Fig. 1: metal 1
Drawn at 2 px/micron. Supply wires on this layer in grey.
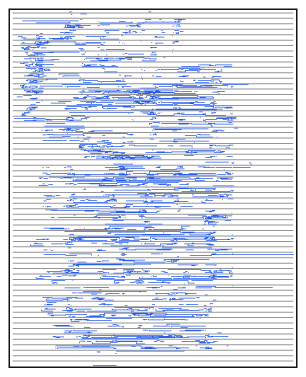
Fig. 2: signal wires on met2
Drawn at 1.5 px/micron.
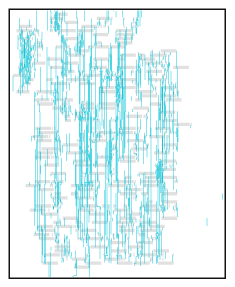
Fig. 3: signal wires on met3
Drawn at 2 px/micron.
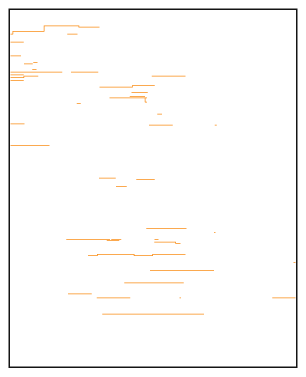
Fig. 4: metal 4
Drawn at 2 px/micron. Supply wires on this layer in grey.
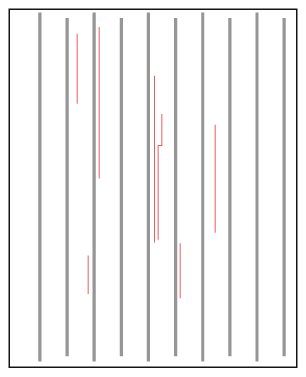
File: config.mk
export PLATFORM = sky130hd
export DESIGN_NAME = param_fifo_sram
export DESIGN_NICKNAME = d
export VERILOG_FILES = /design/src/rtl/fifo_pkg.sv /design/src/rtl/param_fifo_sram_sdp_ram.sv /design/src/rtl/param_fifo_sram.sv
export SDC_FILE = /design/constraint.sdc
export NUM_CORES = 1
export LEC_CHECK = 0
export ABC_AREA = 1
export CORE_ASPECT_RATIO = 1.25
export CORE_UTILIZATION = 26
export CTS_BUF_LIST = sky130_fd_sc_hd__clkbuf_8
export CTS_CLUSTER_DIAMETER = 60
export DETAILED_ROUTE_END_ITERATION = 16
export DONT_BUFFER_PORTS = 1
export PLACE_DENSITY = 0.37
export SLEW_MARGIN = 20
export SYNTH_ARGS = -nofsm -noshare
export SYNTH_HDL_FRONTEND = slang
export SYNTH_SLANG_ARGS = --single-unit
File: constraint.sdc
create_clock -name clk -period 6.4 [get_ports clk]
set_clock_uncertainty 0.2 [all_clocks]
set_input_delay 1.28 -clock clk [delete_from_list [all_inputs] [get_ports clk]]
set_output_delay 1.28 -clock clk [all_outputs]
set_load 0.05 [all_outputs]
File: src/rtl/fifo_pkg.sv
// Shared sizing helpers and default thresholds for the parametrised FIFO family.
package fifo_pkg;

    localparam int unsigned DEF_DATA_W    = 8;
    localparam int unsigned DEF_DEPTH     = 16;
    localparam int unsigned DEF_AE_LEVEL  = 2;
    localparam int unsigned DEF_AF_MARGIN = 2;

    function automatic int unsigned ptr_w(input int unsigned depth);
        return $clog2(depth);
    endfunction

    // Count needs DEPTH+1 distinct values, hence one bit more than a pointer.
    function automatic int unsigned cnt_w(input int unsigned depth);
        return $clog2(depth) + 1;
    endfunction

    function automatic bit params_ok(input int unsigned data_w, input int unsigned depth,
                                     input int unsigned ae, input int unsigned af);
        return (data_w >= 1) && (data_w <= 64) &&
               (depth >= 4) && (depth <= 1024) && ((depth & (depth - 1)) == 0) &&
               (ae < af) && (af <= depth);
    endfunction

endpackage

File: src/rtl/param_fifo_sram_sdp_ram.sv
// Simple dual-port RAM: one synchronous write port, one registered read port, no reset.
module sdp_ram #(
    parameter int unsigned DATA_W = 8,
    parameter int unsigned DEPTH  = 16,
    parameter int unsigned AW     = 4
) (
    input  logic              clk,
    input  logic              we,
    input  logic [AW-1:0]     waddr,
    input  logic [DATA_W-1:0] wdata,
    input  logic              re,
    input  logic [AW-1:0]     raddr,
    output logic [DATA_W-1:0] rdata
);

    logic [DATA_W-1:0] mem [DEPTH];

    // Read-before-write on a shared address returns the old word, which the
    // full FIFO relies on when reading and writing the same slot.
    always_ff @(posedge clk) begin
        if (we)
            mem[waddr] <= wdata;
        if (re)
            rdata <= mem[raddr];
    end

endmodule

File: src/rtl/param_fifo_sram.sv
// Synchronous FIFO over an SDP RAM with occupancy count, thresholds,
// read-valid strobe and sticky overflow/underflow flags.
module param_fifo_sram
    import fifo_pkg::*;
#(
    parameter int unsigned DATA_W   = DEF_DATA_W,
    parameter int unsigned DEPTH    = DEF_DEPTH,
    parameter int unsigned AF_LEVEL = DEPTH - DEF_AF_MARGIN,
    parameter int unsigned AE_LEVEL = DEF_AE_LEVEL
) (
    input  logic                      clk,
    input  logic                      clr,
    input  logic                      write,
    input  logic [DATA_W-1:0]         data_in,
    input  logic                      read,
    output logic [DATA_W-1:0]         data_out,
    output logic                      rd_valid,
    output logic                      ready,
    output logic                      full,
    output logic                      almost_full,
    output logic                      almost_empty,
    output logic [cnt_w(DEPTH)-1:0]   count,
    input  logic                      err_clr,
    output logic                      overflow,
    output logic                      underflow
);

    localparam int unsigned AW = ptr_w(DEPTH);
    localparam int unsigned CW = cnt_w(DEPTH);

    if (!params_ok(DATA_W, DEPTH, AE_LEVEL, AF_LEVEL)) begin : g_param_check
        $error("param_fifo_sram: illegal DATA_W/DEPTH/AE_LEVEL/AF_LEVEL combination");
    end

    logic [AW-1:0]     wr_ptr;
    logic [AW-1:0]     rd_ptr;
    logic [DATA_W-1:0] ram_rdata;
    logic              out_zero;
    logic              do_wr;
    logic              do_rd;

    always_comb begin
        ready        = (count != '0);
        full         = (count == CW'(DEPTH));
        almost_full  = (count >= CW'(AF_LEVEL));
        almost_empty = (count <= CW'(AE_LEVEL));
        do_wr        = write & (~full | read);
        do_rd        = read & ready;
    end

    sdp_ram #(
        .DATA_W (DATA_W),
        .DEPTH  (DEPTH),
        .AW     (AW)
    ) u_ram (
        .clk   (clk),
        .we    (do_wr),
        .waddr (wr_ptr),
        .wdata (data_in),
        .re    (do_rd),
        .raddr (rd_ptr),
        .rdata (ram_rdata)
    );

    // The RAM read register has no reset; out_zero masks it to zero from reset
    // until the first accepted read so data_out still resets without extra latency.
    assign data_out = out_zero ? '0 : ram_rdata;

    always_ff @(posedge clk or posedge clr) begin
        if (clr) begin
            wr_ptr    <= '0;
            rd_ptr    <= '0;
            count     <= '0;
            rd_valid  <= 1'b0;
            out_zero  <= 1'b1;
            overflow  <= 1'b0;
            underflow <= 1'b0;
        end else begin
            rd_valid <= do_rd;
            if (do_rd)
                out_zero <= 1'b0;
            if (do_wr)
                wr_ptr <= wr_ptr + 1'b1;
            if (do_rd)
                rd_ptr <= rd_ptr + 1'b1;
            case ({do_wr, do_rd})
                2'b10:   count <= count + 1'b1;
                2'b01:   count <= count - 1'b1;
                default: count <= count;
            endcase
            // A new error in the clearing cycle keeps the flag set.
            overflow  <= (write & ~do_wr) | (overflow & ~err_clr);
            underflow <= (read & ~ready) | (underflow & ~err_clr);
        end
    end

endmodule

==> flow_metrics.tcl <==
# place-and-route summary
set metrics [dict create \
    status "finished clean" \
    sequential_fraction_of_the_synthesis_area_pct 69.8 \
    hold_endpoint "out_zero$_DFFE_PP1P_" \
    num_vias 3960 \
    largest_reg_flops 128 \
    cts_max_path_buffers 2 \
    layout.comb_gates.multi_input 333 \
    simple_gate_area_share_pct 15.3 \
    warning_count 30 \
    fin_area_sq_um 7190 \
    post-layout-total-power_mw 3.33 \
    gpl.final_weighted_congestion 0.733 \
    worst_path_max_delay_cell "a21oi_1" \
    clock.fmax_mhz 269 \
    setup-violations-final 0 \
    clock_sinks 153 \
    antenna_violations_before_repair 0 \
    synth_xor_xnor_area_share_pct 1.08 \
    timing.final.hold_violations 0 \
    clockNetworkPower_mw 0.753 \
    dp_worst_setup_slack_ns 2.73 \
    netlist_area_sq_um 6460 \
    globalRoute.totalOverflow 0 \
    sequential_cell_fraction_of_total_power_pct 42.8 \
    hold_path.class "reg2reg" \
    finalHoldWorstSlack_ns 0.301 \
    ys_sh_mux_pct 0 \
    layout-drive-gt1-share_pct 6.57 \
    report.final.slew_viol_count 0 \
    final_nets 587 \
    endpoint "almost_empty" \
    floorplanUtilization_pct 26.5 \
    comb-cell-share_pct 22.5 \
    die-area_sq_um 25500 \
    synth.cellmix.adderShare_pct 1.74 \
    numSequentialCells 153 \
    first_pass_iters 5 \
    area.sequential_sq_um 4510 \
    design.core.area_sq_um 24400 \
    grtUsageMet1_pct 16.2 \
    timing.reg2reg.worst_path_depth 15 \
    crit_type "reg2out" \
    fp_nets 590 \
]
## Picture notes: Fig. 1
share of all routed wire: 44%
wire length on this layer: 6,900 microns

## Picture notes: Fig. 2
nets with wire on the layer: 411
wire length on this layer: 7,960 microns
longest straight run: 75.9 microns

## Picture notes: Fig. 3
share of all routed wire: 3.5%
longest straight run: 50.6 microns

## Picture notes: Fig. 4
wire length on this layer: 358 microns
longest straight run: 83.0 microns

